Figure 1. The metal 2 layer (run 1).
The bar under the picture is 20 um long.
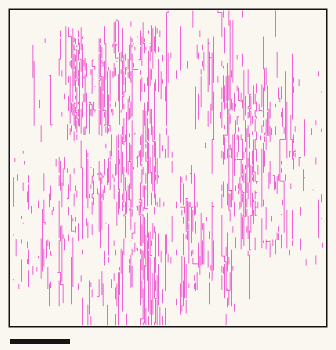
Figure 2. Routed metal, one color a layer (run 1).
The bar under the picture is 20 um long. Two of the layers only.
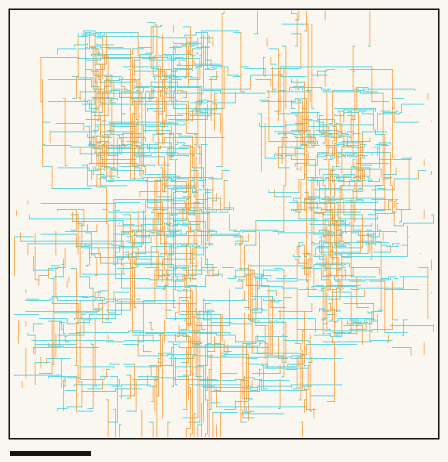
Figure 3. The clock network (run 1).
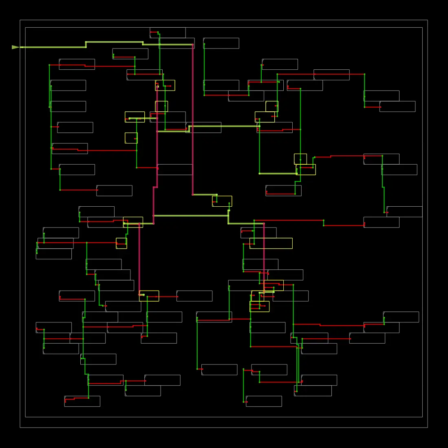
[config.mk]
export PLATFORM = sky130hd
export DESIGN_NAME = pll_phase_sweep_ctrl
export DESIGN_NICKNAME = d
export VERILOG_FILES = /design/src/rtl/pll_phase_sweep_ctrl.sv
export SDC_FILE = /design/constraint.sdc
export NUM_CORES = 1
export LEC_CHECK = 0
export ABC_CLOCK_PERIOD_IN_PS = 3160
export CAP_MARGIN = 40
export CORE_UTILIZATION = 40
export DETAILED_ROUTE_END_ITERATION = 10
export SETUP_SLACK_MARGIN = 0.1
export SYNTH_ARGS = -nofsm -noshare
export SYNTH_HDL_FRONTEND = slang
export SYNTH_SLANG_ARGS = --single-unit
[constraint.sdc]
create_clock -name clk -period 3.16 [get_ports clk]
set_input_delay 0.632 -clock clk [delete_from_list [all_inputs] [get_ports clk]]
set_output_delay 0.632 -clock clk [all_outputs]
set_load 0.05 [all_outputs]
[src/rtl/pll_phase_sweep_ctrl.sv]
// Dynamic phase-shift sequencer for a PLL: issues a sweep of phase_en pulses,
// tracks the cumulative phase position and guards every handshake with lock and timeout checks.
module pll_phase_sweep_ctrl #(
  parameter int STEP_W  = 8,
  parameter int EN_HOLD = 2,
  parameter int TIMEOUT = 255,
  parameter int GAP     = 2
) (
  input  logic              clk,
  input  logic              reset,
  input  logic              start,
  input  logic              dir,
  input  logic [STEP_W-1:0] num_steps,
  input  logic [4:0]        cntsel_in,
  input  logic              abort,
  input  logic              locked,
  input  logic              phase_done,
  output logic              phase_en,
  output logic              updn,
  output logic [4:0]        cntsel,
  output logic              busy,
  output logic              done,
  output logic              error,
  output logic [STEP_W-1:0] steps_done,
  output logic [15:0]       pos
);

  localparam int CNT_W = 16;
  localparam logic [STEP_W-1:0] STEP_ONE = {{(STEP_W-1){1'b0}}, 1'b1};
  localparam logic [CNT_W-1:0]  HOLD_LAST = CNT_W'(EN_HOLD - 1);
  localparam logic [CNT_W-1:0]  TO_LAST   = CNT_W'(TIMEOUT - 1);
  localparam logic [CNT_W-1:0]  GAP_LAST  = CNT_W'(GAP - 1);

  typedef enum logic [3:0] {
    S_IDLE      = 4'd0,
    S_WAIT_LOCK = 4'd1,
    S_SETUP     = 4'd2,
    S_PULSE     = 4'd3,
    S_WAIT_ACK  = 4'd4,
    S_WAIT_DONE = 4'd5,
    S_GAP_W     = 4'd6,
    S_FINISH    = 4'd7,
    S_ERR       = 4'd8
  } state_t;

  state_t            state_q, state_d;
  logic              phase_en_q, phase_en_d, updn_q, updn_d, busy_q, busy_d;
  logic              done_q, done_d, error_q, error_d, abort_q, abort_d;
  logic              dir_q, dir_d;
  logic [4:0]        cntsel_q, cntsel_d, cntsel_lat_q, cntsel_lat_d;
  logic [STEP_W-1:0] steps_q, steps_d, num_q, num_d;
  logic [15:0]       pos_q, pos_d;
  logic [CNT_W-1:0]  cnt_q, cnt_d;

  // Next-state and next-output computation; outputs are decoded from the next state.
  always_comb begin
    state_d      = state_q;
    updn_d       = updn_q;
    cntsel_d     = cntsel_q;
    error_d      = error_q;
    abort_d      = abort_q | (abort & busy_q);
    dir_d        = dir_q;
    cntsel_lat_d = cntsel_lat_q;
    steps_d      = steps_q;
    num_d        = num_q;
    pos_d        = pos_q;
    cnt_d        = cnt_q;

    case (state_q)
      S_IDLE, S_ERR: begin
        if (start) begin
          dir_d        = dir;
          num_d        = num_steps;
          cntsel_lat_d = cntsel_in;
          steps_d      = {STEP_W{1'b0}};
          error_d      = 1'b0;
          abort_d      = 1'b0;
          state_d      = S_WAIT_LOCK;
        end else begin
          state_d = state_q;
        end
      end
      S_WAIT_LOCK: begin
        if (num_q == {STEP_W{1'b0}} || abort || abort_q) begin
          state_d = S_FINISH;
        end else if (locked) begin
          cntsel_d = cntsel_lat_q;
          updn_d   = dir_q;
          state_d  = S_SETUP;
        end else begin
          state_d = S_WAIT_LOCK;
        end
      end
      S_SETUP: begin
        if (!locked) begin
          error_d = 1'b1;
          state_d = S_ERR;
        end else begin
          cnt_d   = {CNT_W{1'b0}};
          state_d = S_PULSE;
        end
      end
      S_PULSE: begin
        if (!locked) begin
          error_d = 1'b1;
          state_d = S_ERR;
        end else if (cnt_q == HOLD_LAST) begin
          cnt_d   = {CNT_W{1'b0}};
          state_d = S_WAIT_ACK;
        end else begin
          cnt_d = cnt_q + 16'd1;
        end
      end
      S_WAIT_ACK: begin
        if (!locked) begin
          error_d = 1'b1;
          state_d = S_ERR;
        end else if (!phase_done) begin
          cnt_d   = {CNT_W{1'b0}};
          state_d = S_WAIT_DONE;
        end else if (cnt_q == TO_LAST) begin
          error_d = 1'b1;
          state_d = S_ERR;
        end else begin
          cnt_d = cnt_q + 16'd1;
        end
      end
      S_WAIT_DONE: begin
        if (!locked) begin
          error_d = 1'b1;
          state_d = S_ERR;
        end else if (phase_done) begin
          steps_d = steps_q + STEP_ONE;
          pos_d   = updn_q ? (pos_q + 16'd1) : (pos_q - 16'd1);
          cnt_d   = {CNT_W{1'b0}};
          state_d = S_GAP_W;
        end else if (cnt_q == TO_LAST) begin
          error_d = 1'b1;
          state_d = S_ERR;
        end else begin
          cnt_d = cnt_q + 16'd1;
        end
      end
      S_GAP_W: begin
        if (!locked) begin
          error_d = 1'b1;
          state_d = S_ERR;
        end else if (cnt_q == GAP_LAST) begin
          cnt_d = {CNT_W{1'b0}};
          // abort arriving on the very last gap cycle still ends the sweep here
          if (steps_q == num_q || abort_q || abort) begin
            state_d = S_FINISH;
          end else begin
            state_d = S_SETUP;
          end
        end else begin
          cnt_d = cnt_q + 16'd1;
        end
      end
      S_FINISH: begin
        abort_d = 1'b0;
        state_d = S_IDLE;
      end
      default: begin
        state_d = S_IDLE;
      end
    endcase

    if (state_d == S_FINISH) begin
      cntsel_d = 5'd0;
    end else begin
      cntsel_d = cntsel_d;
    end
    phase_en_d = (state_d == S_PULSE);
    done_d     = (state_d == S_FINISH);
    busy_d     = (state_d != S_IDLE) && (state_d != S_ERR);
  end

  // State and registered outputs.
  always_ff @(posedge clk or posedge reset) begin
    if (reset) begin
      state_q      <= S_IDLE;
      phase_en_q   <= 1'b0;
      updn_q       <= 1'b1;
      cntsel_q     <= 5'd0;
      busy_q       <= 1'b0;
      done_q       <= 1'b0;
      error_q      <= 1'b0;
      abort_q      <= 1'b0;
      dir_q        <= 1'b1;
      cntsel_lat_q <= 5'd0;
      steps_q      <= {STEP_W{1'b0}};
      num_q        <= {STEP_W{1'b0}};
      pos_q        <= 16'd0;
      cnt_q        <= {CNT_W{1'b0}};
    end else begin
      state_q      <= state_d;
      phase_en_q   <= phase_en_d;
      updn_q       <= updn_d;
      cntsel_q     <= cntsel_d;
      busy_q       <= busy_d;
      done_q       <= done_d;
      error_q      <= error_d;
      abort_q      <= abort_d;
      dir_q        <= dir_d;
      cntsel_lat_q <= cntsel_lat_d;
      steps_q      <= steps_d;
      num_q        <= num_d;
      pos_q        <= pos_d;
      cnt_q        <= cnt_d;
    end
  end

  assign phase_en   = phase_en_q;
  assign updn       = updn_q;
  assign cntsel     = cntsel_q;
  assign busy       = busy_q;
  assign done       = done_q;
  assign error      = error_q;
  assign steps_done = steps_q;
  assign pos        = pos_q;

endmodule

==> deck_impl_summary.md, run 1 <==
Physical Implementation Snapshot

Yosys
  – Flip-flops with a built-in enable: 0
  – Post-synth seq share: 0.405
  – Gate count after technology mapping: 450
  – Syn nets: 489
  – Most instantiated cells after synthesis: dfrtp_1, nand2_1, nor2_1
  – Post-Syn Area: 0.00427 mm^2
  – Yosys cell count: 450
  – Distinct lib cells: 76
  – Area leader share: 0.393
  – Top cells by area: dfrtp_1, ha_1, a21oi_1
  – Synth top cell by count: dfrtp_1
  – Main flop type: dfrtp_1
  – FFs w/ async S/R, synth: 1.00
  – Yosys reg bits: 69
  – Yosys stat chip area: 0.00427 mm^2

Floorplanning
  – Die Y: 105 um
  – Row cnt: 37
  – Die W: 105 um
  – Tap cells: 136
  – Die area: 0.0111 mm^2
  – Core Region: 0.0103 mm^2
  – Num ports: 54

Timing
  – Final Hold Viols: 0
  – Total negative slack: 0 ns
  – Max-Slew Margin vs Limit: 0.606
  – Tightest Pin Transition: 0.591 ns
  – Final Max Tran Viols: 0
  – Max Clk Rate: 351 MHz
  – RSZ-0062 raised after global routing: false
  – Minimum clock period: 2.85 ns
  – Final setup violation count: 0
  – Hold_ws: 0.503 ns

Drt
  – Routed wl met3: 360 um
  – Detailed Routing Iterations Pass 1: 5
  – First DRT Iteration DRCs: 143
  – Highest metal used: met4
  – DR DRC count: 0
  – WL met2: 4510 um
  – Vias per Instance: 5.51
  – DRT met1 WL: 4740 um
  – Routed Antenna Nets: 0

Layout
  – Layout cell share with drive strength beyond 1: 0.128
  – Most frequent cells in the layout: dfrtp_1, clkdlybuf4s50_1, nor2_1, nand2_1, a21oi_1
  – Final core utilization: 0.499
  – Top cell excl fill/tap: dfrtp_1
  – Final non-clock buffer share: 0.117
  – Layout Nets: 543
  – N_diodes: 0
  – Signal inverters: 16
  – Area grow syn2layout: 20.8%
  – Storage cell area: 0.00173 mm^2
  – Comb area share: 0.463
  – Largest cell class: logic gates
  – MI comb cells: 345
  – Comb gate area: 0.00238 mm^2
  – Layout Cells excl Fill: 645
  – Fillers: 965
  – Clk_buf instances: 9
  – Sequential cell area share: 0.335

Worst setup path
  – CP Capture Point: pos[10]
  – Worst path top cell family by delay: AND-OR/OR-AND gates
  – Critical Path AT: 3.09 ns
  – Crit path top cell by count: a21oi_1
  – Crit path max fanout: 15
  – CP startpoint: updn
  – Worst Path Buf+Inv: 1
  – Crit path capture type: flip-flop
  – CP peak stage delay: 0.60 ns
  – Worst R2R Start: updn
  – Critical Path Stages: 8
  – CP Class: flip-flop to flip-flop
  – Reg2Reg Setup Slack: 0.31 ns
  – CP cell instances: inv_1 > fa_1 > a21o_1 > a21oi_1 > o211ai_1 > a21oi_1 > mux2i_1 > nand3_1
  – Reg2Reg Depth: 8
  – Slowest CP cell: dfstp_2

GRT
  – First-pass GRT wire length: 16800 um
  – Grt total ovfl: 0
  – Initial antenna violation count: 0

Min path
  – Hold depth: 1
  – Hold path startpoint: cnt_q[15]
  – Min-Delay Path Class: flip-flop to flip-flop
  – Endpoint, Worst Hold: cnt_q[15]

Pwr
  – Gate power share: 0.600
  – Sw frac: 0.476
  – Overall power: 5.60 mW
  – Leakage: 2.22 nW
  – Psw: 2.67 mW
  – Clock Power Share: 0.137
  – Seq pwr share: 0.263
  – Pwr Density: 1090 mW/mm^2
  – Worst vdd ir: 0.000451 V
  – P_int: 2.93 mW

Clocking
  – H-tree depth: 3
  – Post-cts sizing count: 0
  – Clock latency on the worst-skew pair: 0.37 ns
  – Maximum clock path buffer count: 2
  – CTS tree: yes
  – Root Driver: clkbuf_8
  – Cts hold-fix bufs: 0
  – Clk slew on worst S/H paths: 0.10 ns
  – Setup bufs post-CTS: 0

Flow run
  – OpenROAD warning count: 28
  – Max_cap viols: 0

Placement
  – Placed cell count: 629
  – I/O Buffers: 53
  – Detailed placement HPWL: 6960 um
  – Final GP Congestion: 0.825

Status
  – Status: completed
-- Figure 1 (at the start) --
The layer carries 4510 um of wire. The wires run mostly vertical.

-- Figure 2 (at the start) --
Orange shows met2, wire length 4510 um. Cyan shows met1, wire length 4740 um.
WL final: 9720 um
DR WL/cell: 15.1 um
gr usage total: 0.189
vias: 3554

-- Figure 3 (at the start) --
Setup Skew: 0.0164 ns
total CTS buffers: 9
clock sink total: 69
flip-flops: 69

[run 1: sequential cells by signal, summed over array words and instances, names as in the netlist, 4 cells and up]
| register | count |
|---|---|
| cntsel | 5 |
| pos | 16 |
| num_q | 8 |
| cnt_q | 16 |
| steps_done | 8 |
| cntsel_lat_q | 5 |
| state_q | 4 |
[run 1: layer usage]
layer | up-vias | GRT usage
met5 | - | 0
met1 | 1722 | 0.253
met2 | 69 | 0.306
met4 | 0 | 0.0573
li1 | 1752 | -
met3 | 11 | 0.0421
[run 1: per-stage QoR]
stage | worst slack, ns | cell area [um^2]
2_1_floorplan | 0.482 | 4270
3_3_place_gp | 0.464 | 4950
3_5_place_dp | 0.356 | 4950
4_1_cts | 0.314 | 5150
5_1_grt | 0.132 | 5150
6_report | 0.310 | 5150
[run 1: worst reg2reg max path: cells and delay by family, from the launching register on]
family | cells | cell delay [ns]
buf+inv | 1 | 0.29
fa+ha+maj | 1 | 0.57
compound gates | 4 | 0.98
mux | 1 | 0.20
flops | 1 | 0.60
simple gates | 1 | 0.08
[run 1: power by group through the flow]
stage | logic [mW] | clock network, mW | registers [mW]
6_report | 3.36 | 0.770 | 1.47
2_1_floorplan | 2.12 | 0 | 1.90
5_1_grt | 3.68 | 0.830 | 1.52
3_5_place_dp | 3.33 | 0 | 1.49
3_3_place_gp | 3.30 | 0 | 1.49
4_1_cts | 3.35 | 0.784 | 1.48
[run 1: kinds of logic after synthesis]
| family | Yosys count | share of synthesized area |
|---|---|---|
| simple gates | 153 | 0.194 |
| compound gates | 123 | 0.194 |
| flops | 69 | 0.405 |
| buf+inv | 36 | 0.0361 |
| xor+xnor | 28 | 0.0575 |
| mux | 22 | 0.0560 |
| fa+ha+maj | 19 | 0.0575 |
==> inputs of run 2 (changes only) <==
Settings changed: ABC_CLOCK_PERIOD_IN_PS 3160 to 3000.
Clock period 3.16 ns to 3 ns, I/O delays scaled along.
Figure 4. Floorplan with the power grid (run 2).
The bar under the picture is 20 um long. Pins as bars on the die edge.
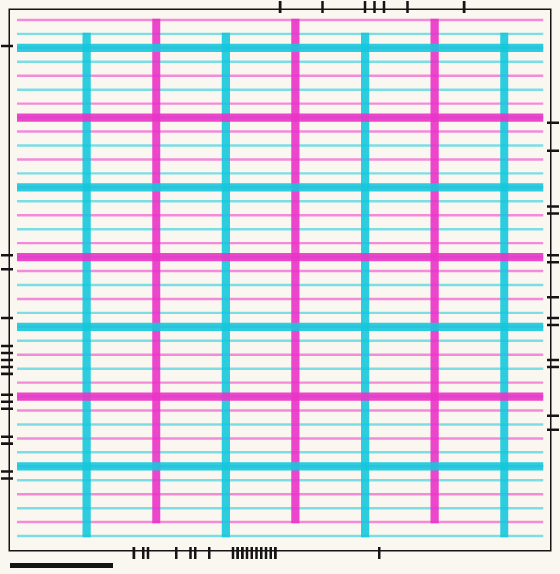
Cyan shows VSS. Magenta shows VDD.
7 straps on met5. 38 met1 rails follow the rows. The core has 37 rows. 54 signal pins sit on the boundary. 7 straps on met4.
Core Region: 0.0103 mm^2
Die Y: 105 um
worst vdd ir: 0.000665 V
Die W: 105 um

==> deck_impl_summary.md, run 2 <==
Physical Implementation Snapshot

Status
  – Status: completed

Layout
  – Comb gate area: 0.00238 mm^2 (unchanged)
  – Design Area, Final: 0.00523 mm^2 (+1.4%)
  – Largest cell class: logic gates
  – Top cell excl fill/tap: dfrtp_1
  – MI comb cells: 345 (unchanged)
  – Most frequent cells in the layout: dfrtp_1, clkdlybuf4s50_1, nor2_1, nand2_1, a21oi_1
  – Clk_buf instances: 9 (unchanged)
  – Comb area share: 0.456 (-0.00620)
  – Signal inverters: 16 (unchanged)
  – N_diodes: 0 (unchanged)
  – Storage cell area: 0.00173 mm^2 (unchanged)
  – Clock network area share: 0.0433
  – Sequential cell area share: 0.331 (-0.00450)
  – Fillers: 966 (+0.10%)
  – Final core utilization: 0.506 (+0.00679)
  – Final non-clock buffer share: 0.125 (+0.00705)
  – Flip-flops: 69 (unchanged)
  – Area grow syn2layout: 22.4%
  – Layout Nets: 544 (+0.18%)
  – Layout cell share with drive strength beyond 1: 0.131 (+0.00367)

Clocking
  – Total CTS buffers: 9 (unchanged)
  – Cts hold-fix bufs: 0 (unchanged)
  – Setup bufs post-CTS: 0 (unchanged)
  – CTS tree: yes
  – Clock latency on the worst-skew pair: 0.35 ns (-0.02 ns)
  – Clk slew on worst S/H paths: 0.09 ns (about the same)
  – Maximum clock path buffer count: 2 (unchanged)
  – H-tree depth: 3 (unchanged)
  – Clock sink total: 69 (unchanged)
  – Root Driver: clkbuf_8
  – Post-cts sizing count: 0 (unchanged)

Drt
  – DR WL/cell: 15.2 um (+0.85%)
  – First DRT Iteration DRCs: 135 (-5.6%)
  – Vias: 3557 (+0.084%)
  – DR DRC count: 0 (unchanged)
  – Vias per Instance: 5.51 (about the same)
  – Detailed Routing Iterations Pass 1: 4 (-1)
  – WL final: 9820 um (+1.0%)
  – Routed Antenna Nets: 0 (unchanged)

GRT
  – GR peak layer: met2
  – First-pass GRT wire length: 17300 um (+2.8%)
  – Grt met2 use: 0.307 (+0.000940)
  – Initial antenna violation count: 0 (unchanged)
  – Gr usage total: 0.194 (+0.00434)
  – M1 GR Usage: 0.263 (+0.00997)
  – Grt total ovfl: 0 (unchanged)
  – Global Route met3 Usage: 0.0353 (-0.00680)

Yosys
  – Gate count after technology mapping: 450 (unchanged)
  – FFs w/ async S/R, synth: 1.00 (unchanged)
  – Cell taking the most area after synthesis: dfrtp_1
  – Mux cell area share: 0.0560 (unchanged)
  – Top cells by area: dfrtp_1, ha_1, a21oi_1
  – Adder share: 0.0575 (unchanged)
  – Area leader share: 0.393 (unchanged)
  – Most instantiated cells after synthesis: dfrtp_1, nand2_1, nor2_1
  – Distinct lib cells: 76 (unchanged)
  – Largest logic family: AND-OR/OR-AND gates
  – Syn Area/Cell: 9.48 um^2
  – Synth Area in Simple Gates: 0.194 (unchanged)
  – Synth top cell by count: dfrtp_1
  – Syn nets: 489 (unchanged)
  – Main flop type: dfrtp_1
  – Yosys stat chip area: 0.00427 mm^2 (unchanged)
  – Yosys reg bits: 69 (unchanged)
  – Xor/xnor share: 0.0575 (unchanged)
  – Yosys cell count: 450 (unchanged)
  – Post-synth seq share: 0.405 (unchanged)
  – Flip-flops with a built-in enable: 0 (unchanged)
  – Post-Syn Area: 0.00427 mm^2 (unchanged)
  – Complex Gates by Area: 0.194 (unchanged)

Worst setup path
  – Worst setup SP type: flip-flop
  – Critical Path AT: 2.91 ns (-0.18 ns)
  – CP Class: flip-flop to flip-flop
  – Crit path max fanout: 15 (unchanged)
  – Crit path capture type: flip-flop

Floorplanning
  – FP Util: 0.413
  – Tap cells: 136 (unchanged)
  – Row cnt: 37 (unchanged)
  – Num ports: 54 (unchanged)
  – Die area: 0.0111 mm^2 (unchanged)

Flow run
  – Max_cap viols: 0 (unchanged)
  – OpenROAD warning count: 28 (unchanged)

Timing
  – Fin crit share: 0.897
  – Tightest Pin Transition: 0.523 ns (-0.0683 ns)
  – Final Hold Viols: 0 (unchanged)
  – Final setup violation count: 0 (unchanged)
  – Final Max Tran Viols: 0 (unchanged)
  – Minimum clock period: 2.69 ns (-0.160 ns)
  – Total negative slack: 0 ns (unchanged)
  – Max-Slew Margin vs Limit: 0.651 (+0.0454)
  – Hold_ws: 0.510 ns (+0.00742 ns)
  – RSZ-0062 raised after global routing: false
  – Max Clk Rate: 372 MHz (+5.9%)
  – Setup Skew: 0.0149 ns (-0.00144 ns)

Placement
  – Detailed placement HPWL: 6920 um (-0.61%)
  – I/O Buffers: 53 (unchanged)
  – Final GP Congestion: 0.830 (+0.57%)
  – Post-DP Area: 0.00497 mm^2 (+0.51%)

Pwr
  – Leakage: 2.25 nW (+1.3%)
  – Pwr Density: 1160 mW/mm^2 (+6.3%)

Min path
  – Min-Delay Path Class: flip-flop to flip-flop
run 2: worst max-delay path, stage by stage (launching register included):
cell and delay [ns]:
dfstp_2 0.62, clkinvlp_4 0.12, buf_12 0.16, fa_1 0.46, a21o_1 0.18, a21oi_1 0.26
o211ai_1 0.25, a21oi_1 0.23, mux2i_1 0.20, nand3_1 0.08
run 2: power breakdown:
| part | total [mW] | switching (mW) | leakage (nW) | internal, mW |
|---|---|---|---|---|
| Clock | 0.893 | 0.413 | 0.111 | 0.480 |
| Combinational | 3.59 | 2.08 | 1.25 | 1.51 |
| Sequential | 1.56 | 0.319 | 0.889 | 1.24 |
| Total | 6.03 | 2.81 | 2.25 | 3.23 |
run 2: metrics by stage:
step | std cells | total power [mW] | setup slack, ns
after global placement | 629 | 5.08 | 0.337
after global routing | 646 | 6.53 | 0.144
final | 646 | 6.04 | 0.310
after detailed placement | 629 | 5.11 | 0.279
after floorplan | 450 | 4.23 | 0.322
after CTS | 645 | 6.04 | 0.238
run 2: final timing paths:
check / cells past startpoint / slack, ns / startpoint / to
setup / recovery: 9 / 0.31 / updn / pos[10]
hold / removal: 1 / 0.51 / cnt_q[15] / cnt_q[15]
setup reg to reg: 9 / 0.31 / updn / pos[10]
hold reg to reg: 1 / 0.51 / cnt_q[15] / cnt_q[15]
max in group asynchronous: 3 / 1.71 / reset / updn
min in group asynchronous: 2 / 0.60 / reset / cnt_q[6]
run 2: per-layer routing:
layer	part of all wire	routed length, um
met1	0.49	4760
met2	0.47	4610
met4	0.0095	93
met5	0	0
met3	0.035	344
run 2: cells by family (layout without fill, tap and decap cells):
group | Yosys count | in the layout
compound gates | 123 | 123
xor+xnor | 28 | 28
fa+ha+maj | 19 | 19
buf+inv | 36 | 96
flops | 69 | 69
mux | 22 | 22
simple gates | 153 | 153
==> inputs of run 3 (changes only) <==
Settings changed: PLACE_DENSITY set to 0.71.
Figure 5. The clock network (run 3).
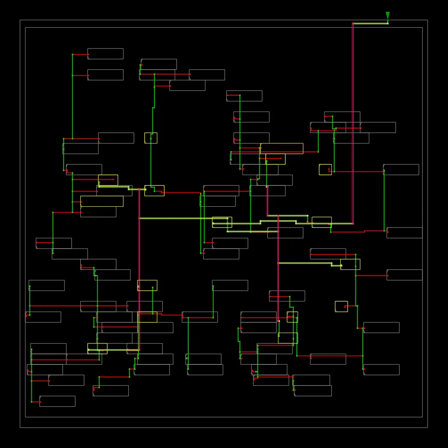
clock latency on the worst-skew pair: 0.36 ns
Setup Skew: 0.00997 ns
clk_buf instances: 10
clock-net power: 893 uW

==> deck_impl_summary.md, run 3 <==
Physical Implementation Snapshot

Timing
  – Final Max Tran Viols: 0 (unchanged)
  – Max-Slew Margin vs Limit: 0.569 (-0.0822)
  – Max Clk Rate: 364 MHz (-2.1%)
  – Minimum clock period: 2.75 ns (+0.0568 ns)
  – Fin crit share: 0.916 (+0.0189)
  – RSZ-0062 raised after global routing: false
  – Total negative slack: 0 ns (unchanged)
  – Final setup violation count: 0 (unchanged)
  – Tightest Pin Transition: 0.645 ns (+0.122 ns)

Flow run
  – OpenROAD warning count: 28 (unchanged)

Pwr
  – Seq pwr share: 0.255 (-0.003)
  – Gate power share: 0.599 (+0.005)
  – Worst vdd ir: 0.000632 V (-5.0%)
  – Psw: 2.85 mW (+1.3%)
  – P_int: 3.26 mW (+0.92%)
  – Pwr Density: 1160 mW/mm^2 (+0.62%)
  – Leakage: 2.26 nW (+0.54%)
  – Sw frac: 0.466 (+0.000943)

GRT
  – Grt total ovfl: 0 (unchanged)
  – M1 GR Usage: 0.254 (-0.00846)
  – Largest net degree at the start of global routing: 34
  – Grt met2 use: 0.305 (-0.00282)
  – Initial antenna violation count: 0 (unchanged)
  – First-pass GRT wire length: 16900 um (-2.1%)
  – GR peak layer: met2
  – Gr usage total: 0.192 (-0.00168)

Clocking
  – H-tree depth: 3 (unchanged)
  – Clk slew on worst S/H paths: 0.08 ns (about the same)
  – Total CTS buffers: 9 (unchanged)
  – Post-cts sizing count: 0 (unchanged)
  – CTS tree: yes
  – Cts hold-fix bufs: 0 (unchanged)
  – Root Driver: clkbuf_8
  – Setup bufs post-CTS: 0 (unchanged)
  – Clock sink total: 69 (unchanged)

Min path
  – Endpoint, Worst Hold: cntsel_lat_q[4]
  – Hold path startpoint: cntsel_lat_q[4]
  – Hold depth: 1 (unchanged)
  – Min-Delay Path Class: flip-flop to flip-flop

Worst setup path
  – Critical Path AT: 2.99 ns (+0.08 ns)
  – Reg2Reg Setup Slack: 0.25 ns (-0.06 ns)
  – CP startpoint: updn
  – RR Endpoint: pos[14]
  – Worst setup SP type: flip-flop
  – Worst R2R Start: updn
  – Crit path max fanout: 10 (-5)
  – Crit path capture type: flip-flop

Floorplanning
  – Die Y: 105 um (unchanged)
  – Core Region: 0.0103 mm^2 (unchanged)
  – Die area: 0.0111 mm^2 (unchanged)
  – Num ports: 54 (unchanged)
  – Die W: 105 um (unchanged)

Drt
  – WL met2: 4740 um (+2.7%)
  – DRT met1 WL: 4640 um (-2.5%)
  – First DRT Iteration DRCs: 275 (+100%)
  – Routed wl met3: 400 um (+16%)
  – Vias per Instance: 5.55 (+0.82%)
  – Vias: 3614 (+1.6%)
  – DR DRC count: 0 (unchanged)
  – Routed Antenna Nets: 0 (unchanged)
  – Detailed Routing Iterations Pass 1: 4 (unchanged)
  – Highest metal used: met4

Layout
  – N_diodes: 0 (unchanged)
  – Most frequent cells in the layout: dfrtp_1, clkdlybuf4s50_1, nor2_1, nand2_1, a21oi_1
  – Area grow syn2layout: 23.0%
  – Layout Cells excl Fill: 651 (+0.77%)
  – Layout Nets: 549 (+0.92%)
  – Top cell excl fill/tap: dfrtp_1
  – Layout cell share with drive strength beyond 1: 0.144 (+0.0123)

Yosys
  – Syn nets: 489 (unchanged)
  – Yosys cell count: 450 (unchanged)
  – Post-Syn Area: 0.00427 mm^2 (unchanged)
  – Yosys stat chip area: 0.00427 mm^2 (unchanged)
  – Gate count after technology mapping: 450 (unchanged)
  – Syn Area/Cell: 9.48 um^2 (unchanged)
  – Synth top cell by count: dfrtp_1
  – Cell taking the most area after synthesis: dfrtp_1
  – Top cells by area: dfrtp_1, ha_1, a21oi_1
  – FFs w/ async S/R, synth: 1.00 (unchanged)
  – Distinct lib cells: 76 (unchanged)
  – Post-synth seq share: 0.405 (unchanged)
  – Flip-flops with a built-in enable: 0 (unchanged)
  – Yosys reg bits: 69 (unchanged)
  – Main flop type: dfrtp_1
  – Area leader share: 0.393 (unchanged)

Placement
  – Placed cell count: 628 (-0.16%)
  – I/O Buffers: 53 (unchanged)
  – Final GP Congestion: 0.891 (+7.4%)
  – Detailed placement HPWL: 7280 um (+5.2%)

Status
  – Status: completed
run 3: cell counts after synthesis:
Identical to the previous run, type by type.
run 3: logic make-up (layout without fill, tap and decap cells):
family	Yosys count	count (layout)	synth area share
fa+ha+maj	19	19	0.0575
compound gates	123	123	0.194
mux	22	22	0.0560
buf+inv	36	101	0.0361
xor+xnor	28	28	0.0575
simple gates	153	153	0.194
flops	69	69	0.405
run 3: final cells by class:
class / count / area, um^2
clock inverters: 6 / 93.8
inverters: 16 / 63.8
well taps: 136 / 170
multi-input cells: 345 / 2390
repair buffers: 69 / 663
fillers: 941 / 5070
clock buffers: 10 / 138
flip-flops and latches: 69 / 1730
run 3: power by group through the flow:
stage	logic [mW]	clock network, mW	registers, mW
2_1_floorplan	2.24	0	2.00
3_3_place_gp	3.46	0	1.56
3_5_place_dp	3.53	0	1.57
4_1_cts	3.55	0.917	1.55
5_1_grt	3.97	0.962	1.61
6_report	3.65	0.893	1.56
run 3: metrics by stage:
| stage | hold slack, ns | instance area, um^2 | setup slack, ns | util | power [mW] |
|---|---|---|---|---|---|
| 5_1_grt | 0.540 | 5250 | 0.109 | 0.509 | 6.54 |
| 2_1_floorplan | 0.471 | 4270 | 0.322 | - | 4.23 |
| 3_3_place_gp | 0.484 | 4950 | 0.345 | 0.480 | 5.02 |
| 3_5_place_dp | 0.498 | 4950 | 0.247 | 0.480 | 5.10 |
| 6_report | 0.513 | 5250 | 0.253 | 0.509 | 6.10 |
| 4_1_cts | 0.517 | 5190 | 0.233 | 0.502 | 6.02 |
run 3: critical path: stages, from the launching register on:
cell,delay [ns]
dfstp_2,0.62
clkinvlp_4,0.25
buf_4,0.23
ha_1,0.24
or3_1,0.46
or4_1,0.42
a21oi_1,0.16
mux2i_1,0.20
nand2_1,0.06

## Gallery

M3 wires.
(a)
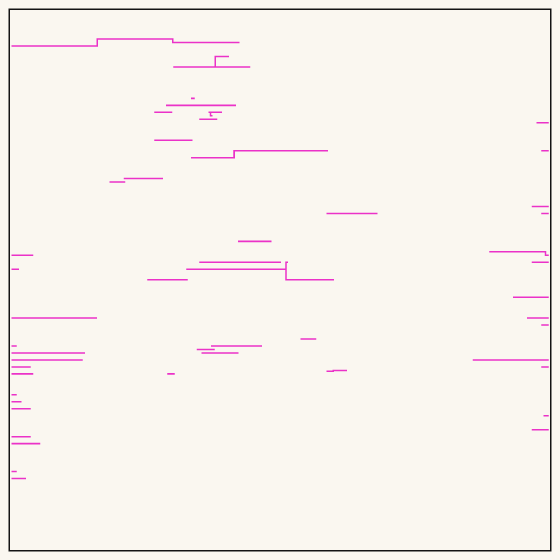
(b)
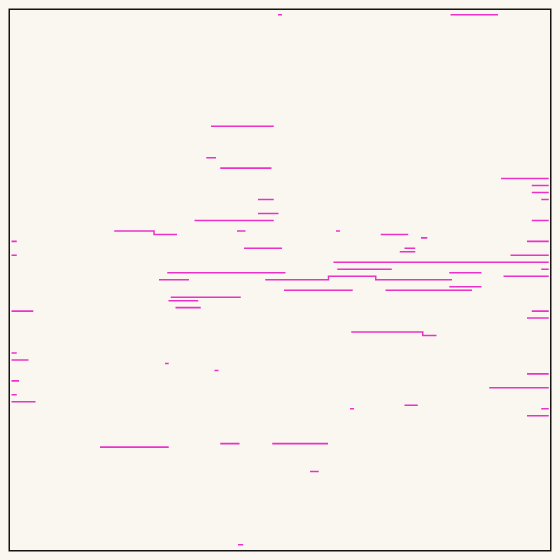
For run 3, see (b).
For run 1, see (a).

Key to (b):
The layer carries 400 um of wire. The wires run mostly horizontal. 48 nets have wire on it.

Power and IR drop assume default switching activity.
